`src/rtl/jk_bank_arbiter.sv`:
```
// Arbitrated IDLE/APPLY/DONE access to a shared JK flip-flop bank, one command per three clocks.
// Define JK_ARB_FIXED_PRIO_EN to select fixed lowest-index priority instead of round-robin.
module jk_bank_arbiter #(
   parameter int unsigned NREQ   = 4,
   parameter int unsigned WIDTH  = 8,
   parameter int unsigned ADDR_W = 4
) (
   input  logic                     clk,
   input  logic                     reset,
   input  logic [NREQ-1:0]          req,
   input  logic [2*NREQ-1:0]        op,
   input  logic [ADDR_W*NREQ-1:0]   addr,
   output logic [NREQ-1:0]          gnt,
   output logic                     err,
   output logic                     busy,
   output logic [WIDTH-1:0]         q
);

   localparam int unsigned ID_W = (NREQ > 1) ? $clog2(NREQ) : 1;

   typedef enum logic [1:0] {
      IDLE  = 2'd0,
      APPLY = 2'd1,
      DONE  = 2'd2
   } state_e;

   state_e              state_q, state_d;
   logic [ID_W-1:0]     id_q, id_d;
   logic [1:0]          op_q, op_d;
   logic [ADDR_W-1:0]   addr_q, addr_d;
   logic [WIDTH-1:0]    q_q, q_d;
   logic [NREQ-1:0]     gnt_q, gnt_d;
   logic                err_q, err_d;
   logic                busy_q, busy_d;
   logic [ID_W-1:0]     win_c;
   logic                any_c;
   logic [WIDTH-1:0]    j_c, k_c;

`ifdef JK_ARB_FIXED_PRIO_EN
   // Lowest-indexed requester wins; downward scan leaves the lowest hit.
   always_comb begin
      win_c = '0;
      any_c = 1'b0;
      for (int i = NREQ - 1; i >= 0; i--) begin
         if (req[i]) begin
            win_c = ID_W'(i);
            any_c = 1'b1;
         end
      end
   end
`else
   logic [ID_W-1:0]     rr_ptr_q, rr_ptr_d;
   logic [ID_W-1:0]     idx_c;

   // First high req at or after rr_ptr, scanning upward modulo NREQ.
   always_comb begin
      win_c = '0;
      any_c = 1'b0;
      idx_c = '0;
      for (int k = NREQ - 1; k >= 0; k--) begin
         idx_c = ID_W'((32'(rr_ptr_q) + 32'(k)) % NREQ);
         if (req[idx_c]) begin
            win_c = idx_c;
            any_c = 1'b1;
         end
      end
   end
`endif

   // J/K drive: only the latched bit sees the command, and only in APPLY.
   always_comb begin
      j_c = '0;
      k_c = '0;
      if (state_q == APPLY) begin
         for (int unsigned b = 0; b < WIDTH; b++) begin
            if (32'(addr_q) == b) begin
               j_c[b] = op_q[1];
               k_c[b] = op_q[0];
            end
         end
      end
   end

   always_comb begin
      state_d = state_q;
      id_d    = id_q;
      op_d    = op_q;
      addr_d  = addr_q;
      q_d     = q_q;
      gnt_d   = '0;
      err_d   = err_q;
      busy_d  = busy_q;
`ifndef JK_ARB_FIXED_PRIO_EN
      rr_ptr_d = rr_ptr_q;
`endif
      case (state_q)
         IDLE: begin
            if (any_c) begin
               id_d = win_c;
               for (int unsigned i = 0; i < NREQ; i++) begin
                  if (32'(win_c) == i) begin
                     op_d   = op[2*i +: 2];
                     addr_d = addr[ADDR_W*i +: ADDR_W];
                  end
               end
               busy_d  = 1'b1;
               state_d = APPLY;
            end
         end
         APPLY: begin
            q_d   = (j_c & ~q_q) | (~k_c & q_q);
            err_d = (32'(addr_q) >= WIDTH);
            for (int unsigned i = 0; i < NREQ; i++) begin
               gnt_d[i] = (32'(id_q) == i);
            end
            state_d = DONE;
         end
         DONE: begin
            err_d   = 1'b0;
            busy_d  = 1'b0;
            state_d = IDLE;
`ifndef JK_ARB_FIXED_PRIO_EN
            rr_ptr_d = ID_W'((32'(id_q) + 32'd1) % NREQ);
`endif
         end
         default: begin
            busy_d  = 1'b0;
            err_d   = 1'b0;
            state_d = IDLE;
         end
      endcase
   end

   always_ff @(posedge clk or posedge reset) begin
      if (reset) begin
         state_q  <= IDLE;
         id_q     <= '0;
         op_q     <= '0;
         addr_q   <= '0;
         q_q      <= '0;
         gnt_q    <= '0;
         err_q    <= 1'b0;
         busy_q   <= 1'b0;
`ifndef JK_ARB_FIXED_PRIO_EN
         rr_ptr_q <= '0;
`endif
      end else begin
         state_q  <= state_d;
         id_q     <= id_d;
         op_q     <= op_d;
         addr_q   <= addr_d;
         q_q      <= q_d;
         gnt_q    <= gnt_d;
         err_q    <= err_d;
         busy_q   <= busy_d;
`ifndef JK_ARB_FIXED_PRIO_EN
         rr_ptr_q <= rr_ptr_d;
`endif
      end
   end

   assign gnt  = gnt_q;
   assign err  = err_q;
   assign busy = busy_q;
   assign q    = q_q;

endmodule

```
`config.mk`:
```
export PLATFORM = sky130hd
export DESIGN_NAME = jk_bank_arbiter
export DESIGN_NICKNAME = d
export VERILOG_FILES = /design/src/rtl/jk_bank_arbiter.sv
export SDC_FILE = /design/constraint.sdc
export NUM_CORES = 1
export LEC_CHECK = 0
export CAP_MARGIN = 30
export CORE_ASPECT_RATIO = 0.75
export CORE_MARGIN = 2
export CORE_UTILIZATION = 44
export DETAILED_ROUTE_END_ITERATION = 10
export HOLD_SLACK_MARGIN = 0.08
export PLACE_DENSITY_LB_ADDON = 0.1
export SLEW_MARGIN = 10
export SYNTH_ARGS = -nofsm -noshare
export SYNTH_HDL_FRONTEND = slang
export SYNTH_SLANG_ARGS = --single-unit
```
`constraint.sdc`:
```
create_clock -name clk -period 2.51 [get_ports clk]
set_clock_uncertainty 0.15 [all_clocks]
set_input_delay 0.502 -clock clk [delete_from_list [all_inputs] [get_ports clk]]
set_output_delay 0.502 -clock clk [all_outputs]
set_load 0.02 [all_outputs]
```
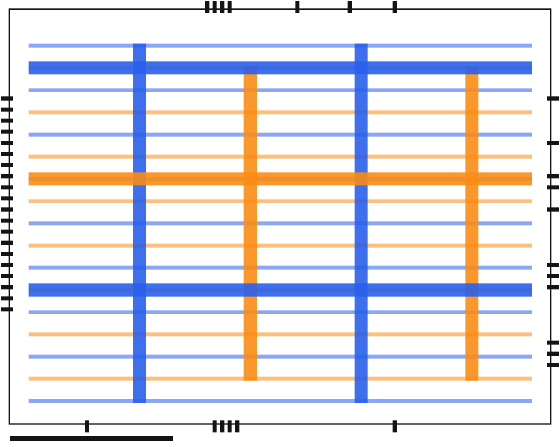
**Above:** run 1 (supply network).
The bar under the picture is 20 um long. Pins as bars on the die edge.
blue -> VSS
orange -> VDD
met5 straps = 3
signal pins = 44
met1 rails = 17
core area: 2683 um2
Die Y: 50.62 um
die width: 66.16 um
Peak VDD IR: 517.9 uV

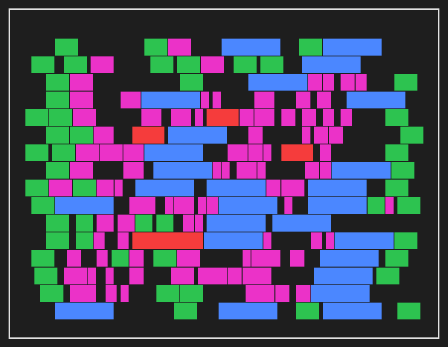
**Above:** run 1 (placed cells, one color a class).
blue -> registers  # cells 26
magenta -> remaining logic cells  # cells 87
red -> clock drivers and dummy loads  # cells 4
green -> remaining buffers and delay cells  # cells 49

==> run_results.csv, run 1 <==
group,metric,value,unit
synth,top_cell_area_share,0.5103,
setup_path,crit_fanout,7,
grt,met1_usage,0.2616,
setup_path,critPathLaunch,"req[0]",
worst_hold_path,min_from,"q[2]",
detailed_routing,m1WireLength,1276,um
synth,top_area_cell,"dfrtp_1",
grt,grt_pass1_wl,4754,um
layout,drive_above_1_share,0.07831,
grt,busiest_layer,"met2",
setup_path,cpPeakStageDelay,0.60,ns
detailed_routing,highest-signal-layer,"met4",
sta,period_used_share,0.8905,
cts,cts_num_sinks,26,
layout,most-common-layout-cells,"43 x clkdlybuf4s50_1, 26 x dfrtp_1, 14 x mux2i_1",
synth,ys_seq_frac,0.5103,
detailed_routing,wire_per_inst,13.48,um
layout,nNetsFinal,201,
sta,setup_viol,0,
synth,ys_area,1275,um2
sta,holdWs,0.3397,ns
cts,post_cts_buffers,0,
sta,clock.fmax,447.4,MHz
grt,grt_util_all_layers,0.1906,
detailed_routing,routed_via_density,5.322,
sta,drv_slew,0,
setup_path,crit_path_cell_trace,"clkdlybuf4s50_1, nor4_1, or3_1, or4_4, o221ai_1",
detailed_routing,first_iter_violations,83,
grt,grt_util_met3,0.05381,
worst_hold_path,hold_end,"q[2]",
detailed_routing,drc,0,
layout,stdcell_count,202,
sta,setup_ws,0.2748,ns
setup_path,crit_path_top_delay_cell,"or4_4",
sta,finalHoldViolations,0,
synth,fp_nets,150,
synth,top_cell,"dfrtp_1",
grt,grt_antenna_before_repair,0,
grt,grt_pass1_vias,1029,
synth,synth_flops,26,
sta,min_period,2.235,ns
status,status,"finished clean",
synth,syn_area,1275,um2
grt,overflow,0,
run,cap_violations,0,
detailed_routing,wl,2722,um
cts,cts_buffer_depth,2,
synth,synthArstFlopShare,1.000,
setup_path,path_buffers,1,
setup_path,crit_end,"addr_q[0]",
floorplan,fp_util,0.4753,
cts,clk_pin_slew,0.09,ns
grt,grt_max_degree,27,
cts,cts_tree,"done",
layout,final_cell_area,1839,um2
layout,nFillCells,236,
setup_path,reg2regPathDepth,3,
cts,numCtsBuffers,3,
placed_design,place_worst_setup_slack,0.01363,ns
placed_design,dpl.hpwl,2160,um
pwr,leakage,0.8275,nW
synth,flop_cell,"dfrtp_1",
synth,synth_cell_type_count,28,
setup_path,timing.rr.end,"addr_q[0]",
setup_path,crit-reg2reg-launch,"state_q[0]",
layout,layout_top_cell,"clkdlybuf4s50_1",
cts,cts_root_buffer,"clkbuf_8",
setup_path,worstSetupPathType,"input pin to register",
sta,tns,0,ns
placed_design,placedCellCount,198,
synth,synth_cells,116,
synth,topCellsByArea,"dfrtp_1 51%, mux2i_1 11%, o221ai_1 4.1%",
detailed_routing,vias,1075,
sta,rsz0062_at_grt,"false",
layout,largest_reg_flops,8,
sta,worstMarginPinSlew,0.7423,ns
synth,top_cells_by_count,"26 x dfrtp_1, 14 x mux2i_1, 9 x a21oi_1, 9 x nand2_1, 8 x a31oi_1",
cts,ctsHoldBuffers,0,
placed_design,portBuffers,43,
setup_path,cpLargestDelayFamily,"simple AND/OR/NAND/NOR gates",
layout,antennaDiodeCount,0,
synth,synth-edff-count,0,
placed_design,placed_cell_area,1768,um2
setup_path,cp.depth,5,
detailed_routing,drtAntennaViolNets,0,
cts,cts_resized,0,
cts,ctsHtreeMaxLevel,1,
detailed_routing,wl_met2,1210,um
worst_hold_path,hold_depth,1,
floorplan,chipArea,3349,um2
synth,ys_cells,116,
cts,clk_latency,0.27,ns
placed_design,place.gp.congestion,0.7834,
worst_hold_path,min_path_type,"register to register",
setup_path,cp.arrival,2.26,ns
synth,avgSynthCellArea,10.99,um2
detailed_routing,wl_met3,172,um
setup_path,start_kind,"input pin",
layout,fin_util,0.6856,
pwr,power_density,1139,nW/um2
layout,area_growth,44.26,%
run,tool_warnings,29,
setup_path,worstPathRequired,2.53,ns
setup_path,end_kind,"register",
pwr,total_power,2.096,mW
grt,grtUsageMet2,0.2917,
synth,yosysWarningCount,0,
floorplan,io_pins,44,
setup_path,reg2reg_slack,0.59,ns
floorplan,placementRows,16,
detailed_routing,firstDrtPassIters,4,
sta,relSlewSlack,0.4981,
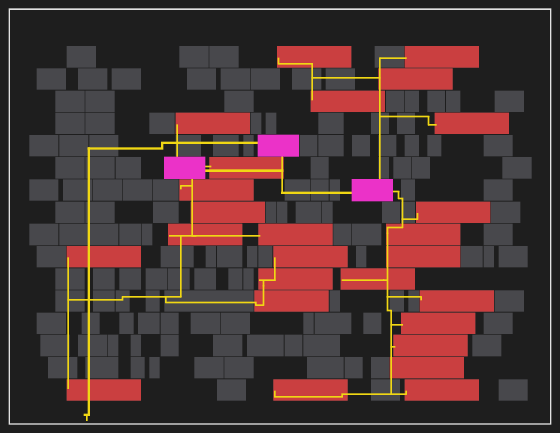
**Above:** run 1 (clock distribution).
red -> flip-flops  # count 26
yellow -> clock wires  # length 281 um
magenta -> clock-net drivers  # count 3
routed clock nets = 4

-- run 1: cell type report --
type                    instances  area, um2  share of cell area
flip-flops and latches         26      650.6              0.3537
multi-input cells              80      570.5              0.3102
repair buffers                 49      475.5              0.2585
well taps                      36      45.04             0.02449
clock buffers                   3      41.29             0.02245
clock inverters                 1      30.03             0.01633
inverters                       7      26.28             0.01429
-- run 1: logic make-up (layout without fill, tap and decap cells) --
logic type	after synthesis	in the layout	synth area share
adder cells (fa/ha/maj)	4	4	0.03926
flip-flops	26	26	0.5103
AND-OR/OR-AND	31	31	0.1580
multiplexers	15	15	0.1187
buffers and inverters	10	60	0.04220
AND/OR/NAND/NOR	30	30	0.1315
-- run 1: where the power goes --
part	leakage (nW)	switching, mW	internal, mW
sequential	0.326	0.179	0.610
combinational	0.465	0.493	0.476
clock	0.0357	0.125	0.213
--- run 2 (diff from run 1) ---
CTS_CLUSTER_DIAMETER = 80   (was unset)
GPL_ROUTABILITY_DRIVEN = 0   (was unset)
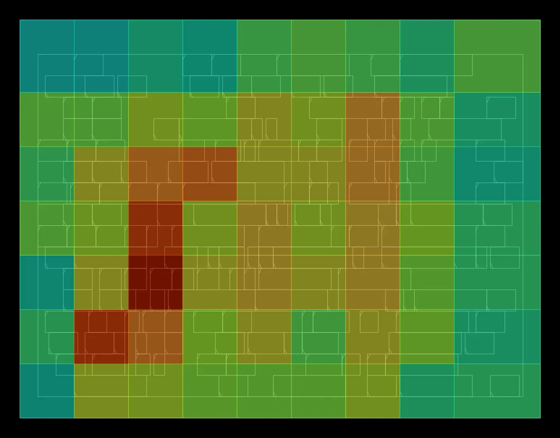
**Above:** run 2 (routing congestion).
met1 Resource Use GR: 0.2616
wire per inst: 13.48 um

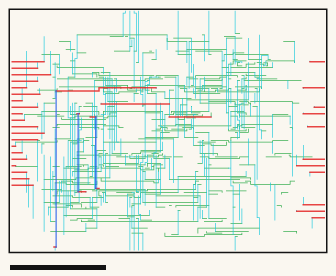
**Above:** run 2 (routed metal, one color a layer).
The bar under the picture is 20 um long.
green -> M1  # wire length 1280 um
blue -> M4  # wire length 63.9 um
cyan -> M2  # wire length 1210 um
red -> M3  # wire length 172 um
DR vias: 1075
gr usage total: 0.1906

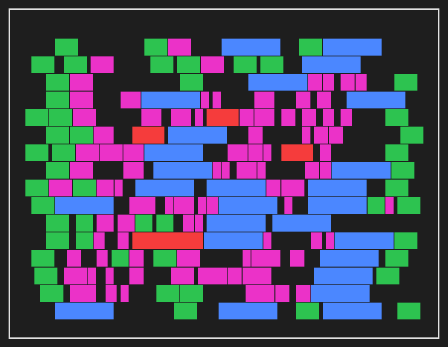
**Above:** run 2 (placed cells, one color a class).
magenta -> remaining logic cells  # cells 87
green -> remaining buffers and delay cells  # cells 49
blue -> registers  # cells 26
red -> clock drivers and dummy loads  # cells 4

==> run_results.csv, run 2 <==
group,metric,value,unit
status,status,"finished clean",
setup_path,crit_path_cell_trace,"clkdlybuf4s50_1, nor4_1, or3_1, or4_4, o221ai_1",
setup_path,worstSetupPathType,"input pin to register",
synth,avgSynthCellArea,10.99,um2
pwr,leakage,0.8275,nW
run,tool_warnings,29,
grt,grt_pass1_vias,1029,
grt,grt_max_degree,27,
synth,synth_cell_type_count,28,
setup_path,critPathLaunch,"req[0]",
floorplan,taps,36,
sta,clock.fmax,447.4,MHz
cts,post_cts_buffers,0,
cts,clk_pin_slew,0.09,ns
detailed_routing,drc,0,
layout,most-common-layout-cells,"43 x clkdlybuf4s50_1, 26 x dfrtp_1, 14 x mux2i_1",
layout,area_growth,44.26,%
placed_design,placedCellCount,198,
sta,period_used_share,0.8905,
layout,drive_above_1_share,0.07831,
setup_path,crit_path_top_delay_cell,"or4_4",
synth,syn_area,1275,um2
grt,grt_pass1_wl,4754,um
layout,nNetsFinal,201,
floorplan,chipArea,3349,um2
worst_hold_path,min_path_type,"register to register",
synth,ys_area,1275,um2
synth,xor_area_frac,0,
sta,tns,0,ns
cts,cts_tree,"done",
synth,ys_cells,116,
floorplan,placementRows,16,
detailed_routing,firstDrtPassIters,4,
setup_path,cpPeakStageDelay,0.60,ns
detailed_routing,first_iter_violations,83,
placed_design,place_worst_setup_slack,0.01363,ns
floorplan,fp_util,0.4753,
synth,synth_cells,116,
layout,antennaDiodeCount,0,
layout,final_cell_area,1839,um2
layout,n_all_buffers,49,
layout,logic_area,570.5,um2
synth,synth_flops,26,
sta,worstMarginPinSlew,0.7423,ns
synth,synth-compound-area-share,0.1580,
layout,stdcell_count,202,
setup_path,reg2regPathDepth,3,
worst_hold_path,hold_depth,1,
floorplan,die_height,50.62,um
setup_path,cpLargestDelayFamily,"simple AND/OR/NAND/NOR gates",
layout,buffer_area_frac,0.2585,
cts,clk_latency,0.27,ns
layout,largest_reg_flops,8,
detailed_routing,wl,2722,um
grt,overflow,0,
setup_path,end_kind,"register",
run,cap_violations,0,
setup_path,path_buffers,1,
detailed_routing,routed_via_density,5.322,
layout,regArea,650.6,um2
synth,flop_cell,"dfrtp_1",
sta,setup_viol,0,
layout,clock_buffers,3,
synth,top_area_cell,"dfrtp_1",
cts,numCtsBuffers,3,
grt,grt_antenna_before_repair,0,
sta,min_period,2.235,ns
sta,drv_slew,0,
setup_path,start_kind,"input pin",
floorplan,die_w,66.16,um
synth,ys_seq_frac,0.5103,
layout,nFillCells,236,
detailed_routing,drtAntennaViolNets,0,
synth,synth-edff-count,0,
sta,finalHoldViolations,0,
synth,fp_nets,150,
synth,synthTopLogicFamily,"AND-OR/OR-AND gates",
sta,holdWs,0.3397,ns
setup_path,reg2reg_slack,0.59,ns
setup_path,worstPathRequired,2.53,ns
worst_hold_path,hold_end,"q[2]",
sta,relSlewSlack,0.4981,
layout,logic_gate_count,80,
synth,topCellsByArea,"dfrtp_1 51%, mux2i_1 11%, o221ai_1 4.1%",
placed_design,dpl.hpwl,2160,um
cts,ctsHtreeMaxLevel,1,
setup_path,timing.rr.end,"addr_q[0]",
pwr,total_power,2.096,mW
layout,sh_comb_area,0.3102,
cts,cts_resized,0,
cts,cts_num_sinks,26,
placed_design,placed_cell_area,1768,um2
layout,largest_class,"sequential cells",
setup_path,crit-reg2reg-launch,"state_q[0]",
synth,mux_share,0.1187,
layout,layout_top_cell,"clkdlybuf4s50_1",
synth,synthArstFlopShare,1.000,
floorplan,io_pins,44,
cts,ctsHoldBuffers,0,
layout,clockNetworkAreaShare,0.03878,
synth,top_cells_by_count,"26 x dfrtp_1, 14 x mux2i_1, 9 x a21oi_1, 9 x nand2_1, 8 x a31oi_1",
cts,cts_root_buffer,"clkbuf_8",
synth,ys_sh_adder,0.03925,
layout,seq-cell-share,0.3537,
placed_design,portBuffers,43,
synth,top_cell_area_share,0.5103,
pwr,ir_drop,517.9,uV
setup_path,crit_end,"addr_q[0]",
pwr,power_density,1139,nW/um2
synth,yosysWarningCount,0,
setup_path,crit_fanout,7,
sta,setup_ws,0.2748,ns
setup_path,cp.depth,5,
cts,cts_buffer_depth,2,
worst_hold_path,min_from,"q[2]",
floorplan,core-area,2683,um2
synth,top_cell,"dfrtp_1",
sta,rsz0062_at_grt,"false",
layout,fin_util,0.6856,
setup_path,cp.arrival,2.26,ns
layout,num-nonclk-inverters,7,
synth,synthSimpleGateAreaFrac,0.1315,
layout,ff_count,26,
## run 2: power by group
group          switching, mW  internal (mW)  total, mW
logic                  0.493          0.476      0.969
clock network          0.125          0.213      0.338
registers              0.179          0.610      0.789
## run 2: per-layer routing
layer / up-vias / GRT usage / wire length (um)
met5: - / 0 / 0
li1: 530 / - / -
met2: 41 / 0.2917 / 1210
met4: 0 / 0.06122 / 63
met1: 498 / 0.2616 / 1276
met3: 6 / 0.05381 / 172
## run 2: cell families (layout without fill, tap and decap cells)
kind of cell | after synthesis | count (layout)
AND-OR/OR-AND | 31 | 31
adder cells (fa/ha/maj) | 4 | 4
buffers and inverters | 10 | 60
flip-flops | 26 | 26
multiplexers | 15 | 15
AND/OR/NAND/NOR | 30 | 30
No activity file was given, so power comes from the tool's default toggle rates.
